`src/rtl/riscv_boot_loader_if.sv`:
```
// Byte-stream and instruction-memory write bundle for riscv_boot_loader.
// master = stream source / memory side, slave = the loader itself.
interface riscv_boot_loader_if #(
  parameter int ADDR_W = 8
);
  logic [7:0]        i_byte;
  logic              i_valid;
  logic              o_ready;
  logic              o_wr_en;
  logic [ADDR_W-1:0] o_wr_addr;
  logic [31:0]       o_wr_data;
  logic              o_core_run;
  logic              o_busy;
  logic              o_err;

  modport master (
    output i_byte,
    output i_valid,
    input  o_ready,
    input  o_wr_en,
    input  o_wr_addr,
    input  o_wr_data,
    input  o_core_run,
    input  o_busy,
    input  o_err
  );

  modport slave (
    input  i_byte,
    input  i_valid,
    output o_ready,
    output o_wr_en,
    output o_wr_addr,
    output o_wr_data,
    output o_core_run,
    output o_busy,
    output o_err
  );
endinterface

```
`src/rtl/riscv_boot_loader.sv`:
```
// Length-prefixed byte-stream loader into instruction memory; stalls core.
// Define RISCV_BOOT_CHECKSUM_EN to require a trailing XOR checksum byte.
module riscv_boot_loader #(
  parameter int ADDR_W = 8
) (
  input logic                clk,
  input logic                a_rst,
  riscv_boot_loader_if.slave bus
);

`ifdef RISCV_BOOT_CHECKSUM_EN
  typedef enum logic [2:0] {
    S_LEN_LO, S_LEN_HI, S_DATA, S_WRITE,
    S_DONE, S_ERROR, S_CHECK
  } state_t;
  localparam state_t S_FINAL = S_CHECK;
`else
  typedef enum logic [2:0] {
    S_LEN_LO, S_LEN_HI, S_DATA, S_WRITE,
    S_DONE, S_ERROR
  } state_t;
  localparam state_t S_FINAL = S_DONE;
`endif

  // Largest image that fits: 2^ADDR_W words.
  localparam logic [16:0] CAP = 17'd1 << ADDR_W;

  state_t      state;
  state_t      state_n;
  logic [15:0] len;
  logic [15:0] cnt;
  logic [15:0] cnt_inc;
  logic [15:0] n_full;
  logic [31:0] word;
  logic [1:0]  bidx;
  logic        accept;
  logic        xfer;
`ifdef RISCV_BOOT_CHECKSUM_EN
  logic [7:0]  csum;
`endif

`ifdef RISCV_BOOT_CHECKSUM_EN
  assign accept = (state == S_LEN_LO) || (state == S_LEN_HI) ||
                  (state == S_DATA)   || (state == S_CHECK);
`else
  assign accept = (state == S_LEN_LO) || (state == S_LEN_HI) ||
                  (state == S_DATA);
`endif

  assign xfer    = bus.i_valid && accept;
  assign n_full  = {bus.i_byte, len[7:0]};
  assign cnt_inc = cnt + 16'd1;

  // State register.
  always_ff @(posedge clk or posedge a_rst) begin
    if (a_rst) state <= S_LEN_LO;
    else       state <= state_n;
  end

  // Next-state decode; DONE and ERROR only leave through reset.
  always_comb begin
    state_n = state;
    unique case (state)
      S_LEN_LO: if (xfer) state_n = S_LEN_HI;
      S_LEN_HI: begin
        if (xfer) begin
          if ({1'b0, n_full} > CAP) state_n = S_ERROR;
          else if (n_full == 16'd0) state_n = S_FINAL;
          else                      state_n = S_DATA;
        end
      end
      S_DATA: if (xfer && bidx == 2'd3) state_n = S_WRITE;
      S_WRITE: begin
        if (cnt_inc == len) state_n = S_FINAL;
        else                state_n = S_DATA;
      end
`ifdef RISCV_BOOT_CHECKSUM_EN
      S_CHECK: begin
        if (xfer) begin
          if (bus.i_byte == csum) state_n = S_DONE;
          else                    state_n = S_ERROR;
        end
      end
`endif
      default: state_n = state;
    endcase
  end

  // Length capture, word assembly and word counter.
  always_ff @(posedge clk or posedge a_rst) begin
    if (a_rst) begin
      len  <= '0;
      cnt  <= '0;
      word <= '0;
      bidx <= '0;
    end else begin
      if (xfer && state == S_LEN_LO) len[7:0]  <= bus.i_byte;
      if (xfer && state == S_LEN_HI) len[15:8] <= bus.i_byte;
      if (xfer && state == S_DATA) begin
        word[{bidx, 3'b000} +: 8] <= bus.i_byte;
        bidx <= bidx + 2'd1;
      end
      if (state == S_WRITE) cnt <= cnt_inc;
    end
  end

`ifdef RISCV_BOOT_CHECKSUM_EN
  // Running XOR of every byte before the checksum byte.
  always_ff @(posedge clk or posedge a_rst) begin
    if (a_rst)                          csum <= '0;
    else if (xfer && state != S_CHECK) csum <= csum ^ bus.i_byte;
  end
`endif

  // Ready is masked during reset so the source never sees a false accept.
  assign bus.o_ready    = accept && !a_rst;
  assign bus.o_wr_en    = (state == S_WRITE);
  assign bus.o_wr_addr  = cnt[ADDR_W-1:0];
  assign bus.o_wr_data  = word;
  assign bus.o_core_run = (state == S_DONE);
  assign bus.o_err      = (state == S_ERROR);
`ifdef RISCV_BOOT_CHECKSUM_EN
  assign bus.o_busy = (state == S_LEN_HI) || (state == S_DATA) ||
                      (state == S_WRITE)  || (state == S_CHECK);
`else
  assign bus.o_busy = (state == S_LEN_HI) || (state == S_DATA) ||
                      (state == S_WRITE);
`endif

endmodule

```
`src/flat_wrapper.sv`:
```
// flat-port wrapper written by rule: the top's interface ports become plain ports
module riscv_boot_loader_flat 
#(
  parameter int ADDR_W = 8
)
  (clk, a_rst, bus_i_byte, bus_i_valid, bus_o_ready, bus_o_wr_en, bus_o_wr_addr, bus_o_wr_data, bus_o_core_run, bus_o_busy, bus_o_err);
  riscv_boot_loader_if #(.ADDR_W(ADDR_W)) bus_i ();
  input logic clk;
  input logic a_rst;
  input wire logic [$bits(bus_i.i_byte)-1:0] bus_i_byte;
  input wire logic [$bits(bus_i.i_valid)-1:0] bus_i_valid;
  output wire logic [$bits(bus_i.o_ready)-1:0] bus_o_ready;
  output wire logic [$bits(bus_i.o_wr_en)-1:0] bus_o_wr_en;
  output wire logic [$bits(bus_i.o_wr_addr)-1:0] bus_o_wr_addr;
  output wire logic [$bits(bus_i.o_wr_data)-1:0] bus_o_wr_data;
  output wire logic [$bits(bus_i.o_core_run)-1:0] bus_o_core_run;
  output wire logic [$bits(bus_i.o_busy)-1:0] bus_o_busy;
  output wire logic [$bits(bus_i.o_err)-1:0] bus_o_err;
  assign bus_i.i_byte = bus_i_byte;
  assign bus_i.i_valid = bus_i_valid;
  assign bus_o_ready = bus_i.o_ready;
  assign bus_o_wr_en = bus_i.o_wr_en;
  assign bus_o_wr_addr = bus_i.o_wr_addr;
  assign bus_o_wr_data = bus_i.o_wr_data;
  assign bus_o_core_run = bus_i.o_core_run;
  assign bus_o_busy = bus_i.o_busy;
  assign bus_o_err = bus_i.o_err;
  riscv_boot_loader #(.ADDR_W(ADDR_W)) u_core (.clk(clk), .a_rst(a_rst), .bus(bus_i));
endmodule
```
`config.mk`:
```
export PLATFORM = sky130hd
export DESIGN_NAME = riscv_boot_loader_flat
export DESIGN_NICKNAME = d
export VERILOG_FILES = /design/src/rtl/riscv_boot_loader_if.sv /design/src/rtl/riscv_boot_loader.sv /design/src/flat_wrapper.sv
export SDC_FILE = /design/constraint.sdc
export NUM_CORES = 1
export LEC_CHECK = 0
export CORE_UTILIZATION = 28
export DETAILED_ROUTE_END_ITERATION = 16
export HOLD_SLACK_MARGIN = 0.08
export SYNTH_ARGS = -nofsm -noshare
export SYNTH_HDL_FRONTEND = slang
export SYNTH_SLANG_ARGS = --single-unit
```
`constraint.sdc`:
```
create_clock -name clk -period 2.75 [get_ports clk]
set_input_delay 0.275 -clock clk [delete_from_list [all_inputs] [get_ports clk]]
set_output_delay 0.275 -clock clk [all_outputs]
set_load 0.02 [all_outputs]
```
Run 1, clock wires, drivers and flops:
Bar = 20 um.
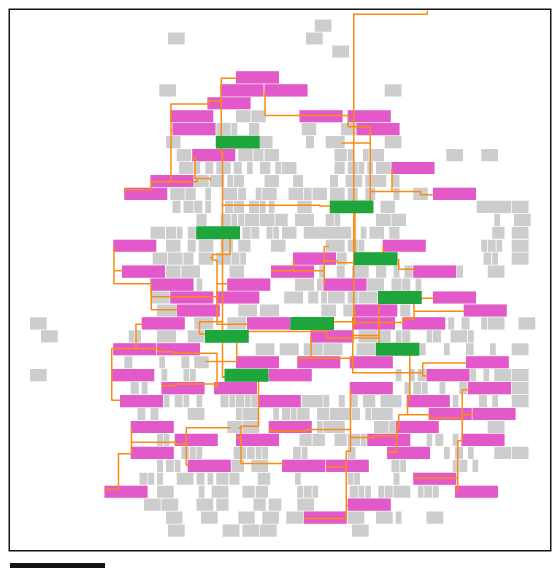
[magenta] flip-flops | count: 69
[orange] clock wires | length: 907 um
[green] cells driving clock nets | count: 9
routed clock nets: 10

Run 1, pin map:
Pins as bars across the die edge, other pins in grey.
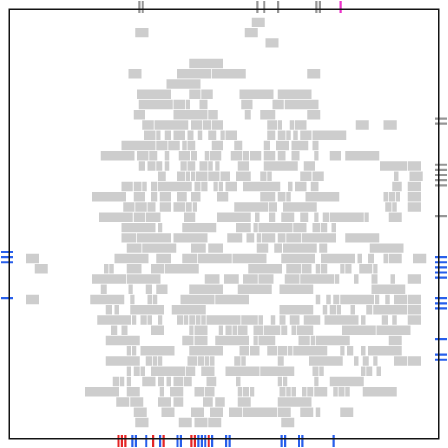
| colour | port | pins | direction | edge |
|---|---|---|---|---|
| magenta | `clk` | 1 | input | top |
| red | `bus_i_byte` | 8 | input | bottom |
| blue | `bus_o_wr_data` | 32 | output | 17 bottom, 11 right, 4 left |
all pins by edge: 25 bottom, 19 right, 8 top, 4 left

Run 1, where the registers sit:
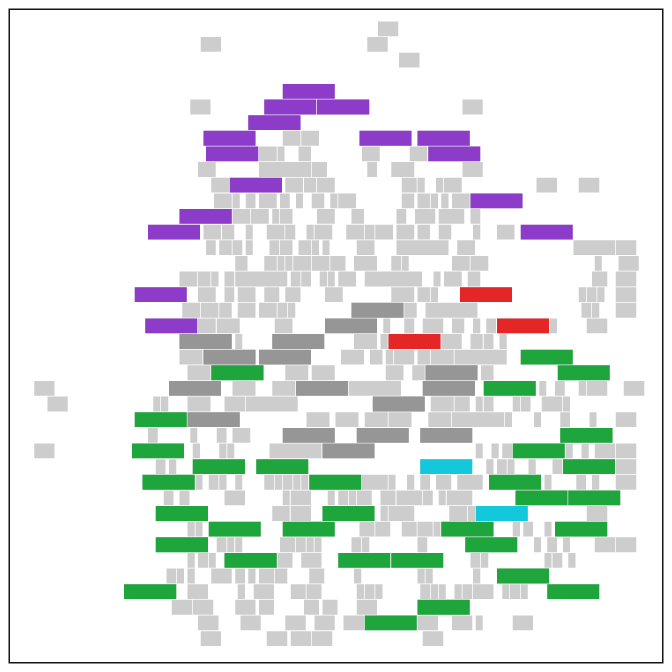
| colour | netlist name | flops |
|---|---|---|
| cyan | `u_core.bidx` | 2 |
| purple | `u_core.cnt` | 16 |
| red | `u_core.state` | 3 |
| green | `u_core.bus.o_wr_data` | 32 |
not coloured: 16

Run 1, wiring by layer:
Bar = 20 um.
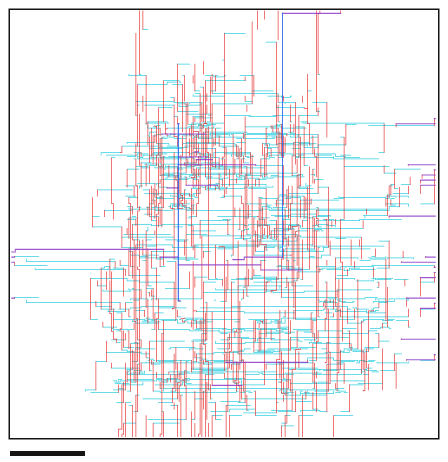
| colour | layer | wire length |
|---|---|---|
| red | met2 | 3,890 um |
| purple | met3 | 281 um |
| blue | met4 | 112 um |
| cyan | met1 | 4,050 um |

==> changes_impl.md, run 1 <==
### Changed

- Status: finished, final reports clean
- Power Sequential: approximately 1.1 mW
- HPWL Detailed: 5.90 mm
- Top pwr grp: sequential cells
- Synth unique cells: 39
- RSZ-0062 raised after global routing: false
- Synth area leader: dfrtp_1
- Mean Syn Cell Area: 9.66 um^2
- DR WL/cell: 14.1 um
- Die W: 113 um
- Clk_lat worst skew: 0.33 ns
- Nets: 434
- ClkCell Share: 6.42%
- Total grt overflow: 0
- Comb/total area: 35.4%
- Initial antenna violation count: 0
- Non-CTS buffers: 69
- Least-Margin Pin Slew: 0.644 ns
- Int Pwr: 1.83 mW
- FF/Latch Area: between 1500 and 2000 um^2
- CTS clk-pin slew, worst paths: 0.07 ns
- Net switching power: about 0.67 mW
- Largest net degree at the start of global routing: 70
- Setup slack, reg-to-reg: 0.53 ns
- Synth cell count leaders: nand2_1 (85), dfrtp_1 (69), xnor2_1 (27), o21ai_0 (26), mux2_2 (17)
-- run 1: flip-flops by register name (all words and copies together), names as in the netlist --
register	count
u_core.len	16
u_core.state	3
u_core.bidx	2
u_core.cnt	16
u_core.bus.o_wr_data	32
-- run 1: cell families after synthesis --
logic type / share of synthesized area (%)
simple gates: 20.3
mux: 5.51
buf+inv: 4.32
xor+xnor: 9.07
compound gates: 8.96
fa+ha+maj: 2.16
flops: 49.7
-- run 1: metal layers --
layer  up-vias  GRT usage (%)  share of wire [%]
li1       1340              -                  -
met1      1317           19.5                 49
met2        49           21.5                 47
met3         8           2.76                3.4
met4         0           4.74                1.3
met5         -              0                  0
-- run 1: per-stage QoR --
stage | power, mW | hold slack, ns | cells
detailed placement | 1.40 | 0.471 | 574
CTS | 2.53 | 0.399 | 590
global route | 2.61 | 0.434 | 590
finish | 2.50 | 0.375 | 590
global placement | 1.40 | 0.463 | 574
floorplan | 1.30 | 0.402 | 360
-- run 1: cells in the final DEF (no fill, tap or decap), types with 3 or more instances in the layout --
cell type	n
dfrtp_1	69
nand4_1	8
xnor2_1	27
inv_2	3
clkdlybuf4s50_1	55
o21ai_0	26
a31oi_1	5
nor4_1	6
ha_1	6
nor3b_1	4
nor3_1	7
xor2_1	9
o21ai_1	11
inv_1	3
buf_4	13
nor2_1	15
nand3_1	9
o211ai_1	3
inv_6	3
nand2_1	85
clkbuf_16	9
mux2_2	17
-- run 1: worst max-delay path, cell delays in order, from the launching register on --
cell	delay, ns
dfrtp_1	0.50
inv_2	0.11
nor2_1	0.18
nand2_1	0.24
inv_2	0.20
clkdlybuf4s50_1	0.62
==> run 2: changes to the inputs <==
- ABC_CLOCK_PERIOD_IN_PS: default -> 2750
Run 2, routing congestion map:
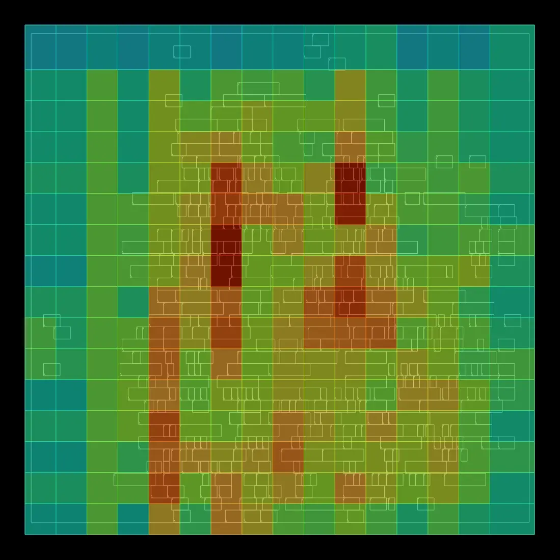
DR WL/cell: 14.1 um
met3 GRT Util: 2.76%
GRT Total Usage: 13.9%
Final Util: 37.5%

==> run 2 against run 1 <==
Net effect: sequential power barely moved; power did not move; critical path depth did not move; fmax did not move; clock skew did not move; die area did not move; core utilization did not move; largest power group unchanged.
==> changes_impl.md, run 2 <==
### Changed

- Delay-heaviest family, CP: buffers and inverters
- FF/Latch Area: 1730 um^2 (unchanged)
- WP buf/inv: 3 (unchanged)
- Die W: 113 um (unchanged)
- First-pass GRT wire length: 14.0 mm
- ClkCell Share: 6.42% (unchanged)
- Non-CTS buffers: 69 (unchanged)
- Synth unique cells: 39 (unchanged)
- Least-Margin Pin Slew: 0.644 ns (unchanged)
- Comb/total area: 35.4% (unchanged)
- CTS clk-pin slew, worst paths: 0.07 ns (about the same)
- Setup slack, reg-to-reg: 0.53 ns (about the same)
- IO Pins: about 56
- Slowest stage delay, CP: 0.62 ns (about the same)
- Cell area power density: between 500 and 600 nW/um^2
- GRT Max-Usage Layer: met2
- Met1 Usage GRT: 19.5% (unchanged)
- Synth area leader: dfrtp_1
- Most used logic cell in the final layout: nand2_1
- Synth cell count leaders: nand2_1 (85), dfrtp_1 (69), xnor2_1 (27), o21ai_0 (26), mux2_2 (17)
- Nets: 434 (unchanged)
- Clk_lat worst skew: 0.33 ns (about the same)
- Fin cells: 590 (unchanged)
- Via count: 2,714
- Leakage: roughly 1.8 nW
- Initial Util: 28.8%
- Total grt overflow: 0 (unchanged)
- Largest net degree at the start of global routing: 70 (unchanged)
- Initial antenna violation count: 0 (unchanged)
- Grt met2 use: 21.5% (unchanged)
- Status: finished, final reports clean
- HPWL Detailed: 5.90 mm (unchanged)
- Critical Path Most Common Cell: inv_2
- CTS sink count: 69
- Registers, synthesis: 69
- Placed cell count: 574 (unchanged)
- Critical Path Slowest Stage Cell: clkdlybuf4s50_1
- Die span in y: 113 um
- Commonest non-fill, non-tap cells in the layout: nand2_1 (85), dfrtp_1 (69), clkdlybuf4s50_1 (55)
- RSZ-0062 raised after global routing: false
- Worst slack at placement: 0.268 ns
- Mean Syn Cell Area: 9.66 um^2 (unchanged)
- Antenna Nets Post-Route: 0
- Largest register FFs: 32 (unchanged)
Run 2, where the registers sit:
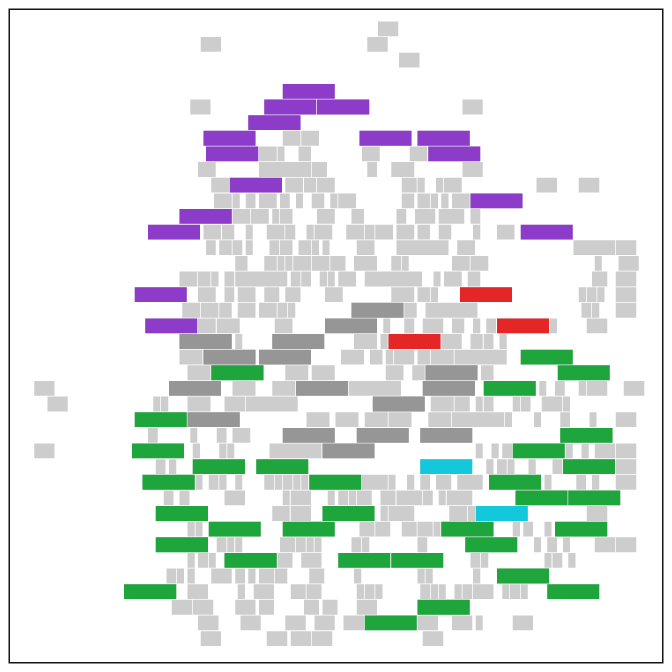
| colour | netlist name | flops |
|---|---|---|
| cyan | `u_core.bidx` | 2 |
| green | `u_core.bus.o_wr_data` | 32 |
| red | `u_core.state` | 3 |
| purple | `u_core.cnt` | 16 |

## run 2: cell counts after synthesis
Identical to the previous run, type by type.
## run 2: worst max path at each step
stage,slack [ns],start,endpoint,cells after the start
after floorplan,0.74,a_rst,u_core.bidx[0],1
after global placement,0.34,bus_i_byte[1],u_core.state[2],6
after detailed placement,0.27,bus_i_byte[1],u_core.state[2],6
after CTS,0.30,u_core.state[0],bus_o_wr_en,5
after global routing,0.17,u_core.state[0],bus_o_wr_en,5
final,0.30,u_core.state[0],bus_o_wr_en,5
## run 2: where the power goes
| part | internal [mW] | switching [mW] | total (mW) |
|---|---|---|---|
| Clock | 0.634 | 0.481 | 1.11 |
| Combinational | 0.129 | 0.122 | 0.251 |
| Sequential | 1.07 | 0.0634 | 1.13 |
| Total | 1.83 | 0.666 | 2.50 |
## run 2: metrics by stage
| stage | cell area (um^2) | hold WS [ns] | power, mW |
|---|---|---|---|
| after floorplan | 3480 | 0.402 | 1.30 |
| after global placement | 4230 | 0.463 | 1.40 |
| after detailed placement | 4230 | 0.471 | 1.40 |
| after CTS | 4520 | 0.399 | 2.53 |
| after global routing | 4520 | 0.434 | 2.61 |
| final | 4520 | 0.375 | 2.50 |
## run 2: logic make-up (layout without fill, tap and decap cells)
family                   count (synthesis)  in the layout  synth area share (%)
AND/OR/NAND/NOR                        151            151                  20.3
flip-flops                              69             69                  49.7
multiplexers                            17             17                  5.51
AND-OR/OR-AND                           52             52                  8.96
buffers and inverters                   29             91                  4.32
XOR/XNOR                                36             36                  9.07
adder cells (fa/ha/maj)                  6              6                  2.16
## run 2: layer usage
metal / wire length, um / share of wire (%) / up-vias
li1: - / - / 1340
met1: 4050 / 49 / 1317
met2: 3890 / 47 / 49
met3: 281 / 3.4 / 8
met4: 111 / 1.3 / 0
met5: 0 / 0 / -
Run 2, pin map:
Pins as bars across the die edge, other pins in grey.
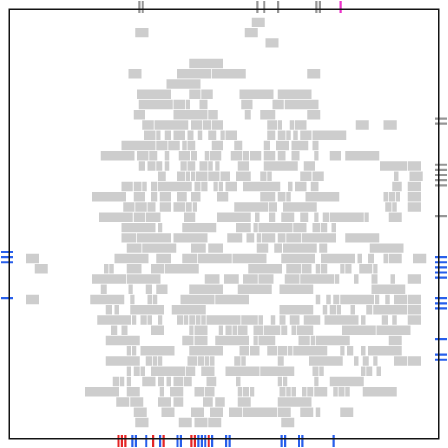

==> run 3: changes to the inputs <==
- CORE_ASPECT_RATIO: default -> 0.7
Run 3, pin map:
Pins as bars across the die edge, other pins in grey.
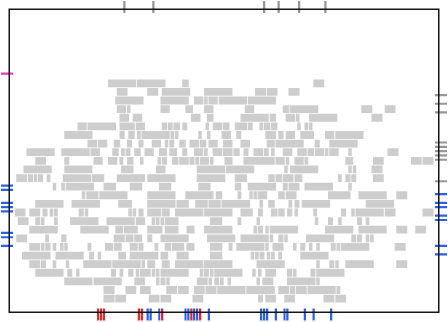
| colour | port | pins | direction | edge |
|---|---|---|---|---|
| magenta | `clk` | 1 | input | left |
| red | `bus_i_byte` | 8 | input | bottom |
| blue | `bus_o_wr_data` | 32 | output | 17 bottom, 8 left, 7 right |

==> run 3 against run 2 <==
Net effect: worst hold slack worse by 0.0016 ns; worst setup slack barely moved; area after synthesis unchanged; final cell count down 2.5%; power down 2.7%; register-to-register slack worse by 0.10 ns; sequential share of layout area rose by 0.45 points; flip-flop count is the same; sequential power about the same; clock-buffer cell count increased by 3.
==> changes_impl.md, run 3 <==
### Changed

- Total grt overflow: 0 (unchanged)
- Largest net degree at the start of global routing: 44 (-37%)
- Met3 GRT Util: 4.94% (+2.2 points)
- XOR Share, Synth: 9.07% (unchanged)
- Cell area power density: 544 nW/um^2 (-1.6%)
- GRT Max-Usage Layer: met1
- Slowest stage delay, CP: 0.64 ns (+0.02 ns)
- Multiplexer share: 5.51% (unchanged)
- FF/Latch Area: 1730 um^2 (unchanged)
- Status: finished, final reports clean
- GRT Total Usage: 15.4% (+1.5 points)
- Least-Margin Pin Slew: 0.694 ns (+0.0506 ns)
- Metal-1 WL: 4.72 mm (+17%)
- Final Util: 37.6% (+0.094 points)
- Simple-Gate Area Share: 20.3% (unchanged)
- Nets: 432 (-0.46%)
- CTS clk-pin slew, worst paths: 0.05 ns (-0.02 ns)
- Die W: 135 um (+19%)
- CTS sink count: 69 (unchanged)
- Mean Syn Cell Area: 9.66 um^2 (unchanged)
- Synth area leader: dfrtp_1
- Setup slack, reg-to-reg: 0.43 ns (-0.10 ns)
Run 3, where the registers sit:
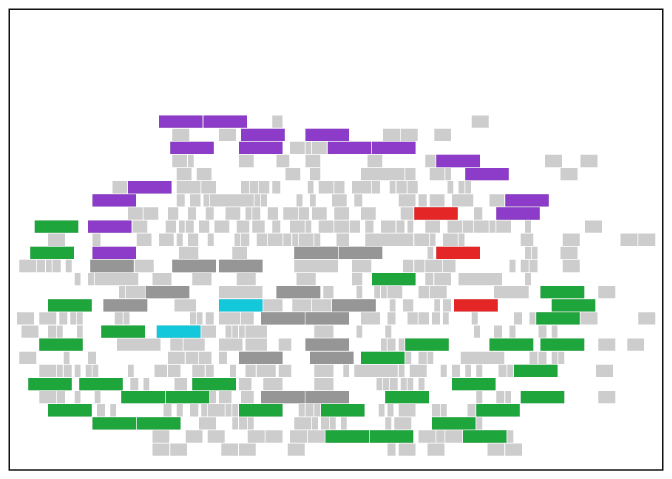
| colour | netlist name | flops |
|---|---|---|
| red | `u_core.state` | 3 |
| purple | `u_core.cnt` | 16 |
| cyan | `u_core.bidx` | 2 |
| green | `u_core.bus.o_wr_data` | 32 |

==> run 3: critical path, delay by kind of cell, from the launching register on <==
kind	cells	cell delay [ns]
flops	1	0.49
simple gates	2	0.41
buf+inv	3	0.95
==> run 3: power breakdown <==
group | switching [mW] | internal, mW | total (mW)
combinational | 0.127 | 0.126 | 0.252
clock | 0.398 | 0.645 | 1.04
sequential | 0.0628 | 1.07 | 1.13
total | 0.588 | 1.84 | 2.43
==> run 3: area by class of cell <==
cell class              count  share of cell area, %
well taps                 157                   4.40
repair buffers             67                   14.6
inverters                   6                  0.504
clock inverters             2                  0.224
clock buffers              12                   5.74
multi-input cells         262                   35.8
flip-flops and latches     69                   38.7
==> run 3: cells by family (layout without fill, tap and decap cells) <==
group / Yosys count / after routing
AND/OR/NAND/NOR: 151 / 151
adder cells (fa/ha/maj): 6 / 6
XOR/XNOR: 36 / 36
multiplexers: 17 / 17
flip-flops: 69 / 69
buffers and inverters: 29 / 87
AND-OR/OR-AND: 52 / 52
==> run 3: how the worst max path moves through the flow <==
stage	startpoint	endpoint	cells after the start
floorplan	a_rst	u_core.bidx[0]	1
global placement	bus_i_byte[1]	u_core.state[2]	6
detailed placement	bus_i_byte[1]	u_core.state[2]	6
CTS	u_core.state[0]	bus_o_wr_en	5
global route	u_core.state[0]	bus_o_wr_en	5
finish	u_core.state[0]	bus_o_wr_en	5
==> run 3: metrics by stage <==
stage,total power [mW],instance area (um^2),setup slack (ns)
after floorplan,1.30,3480,0.735
after global placement,1.40,4200,0.316
after detailed placement,1.40,4200,0.181
after CTS,2.46,4470,0.279
after global routing,2.53,4470,0.112
final,2.43,4470,0.300
Power is estimated from default activity; no workload was simulated.
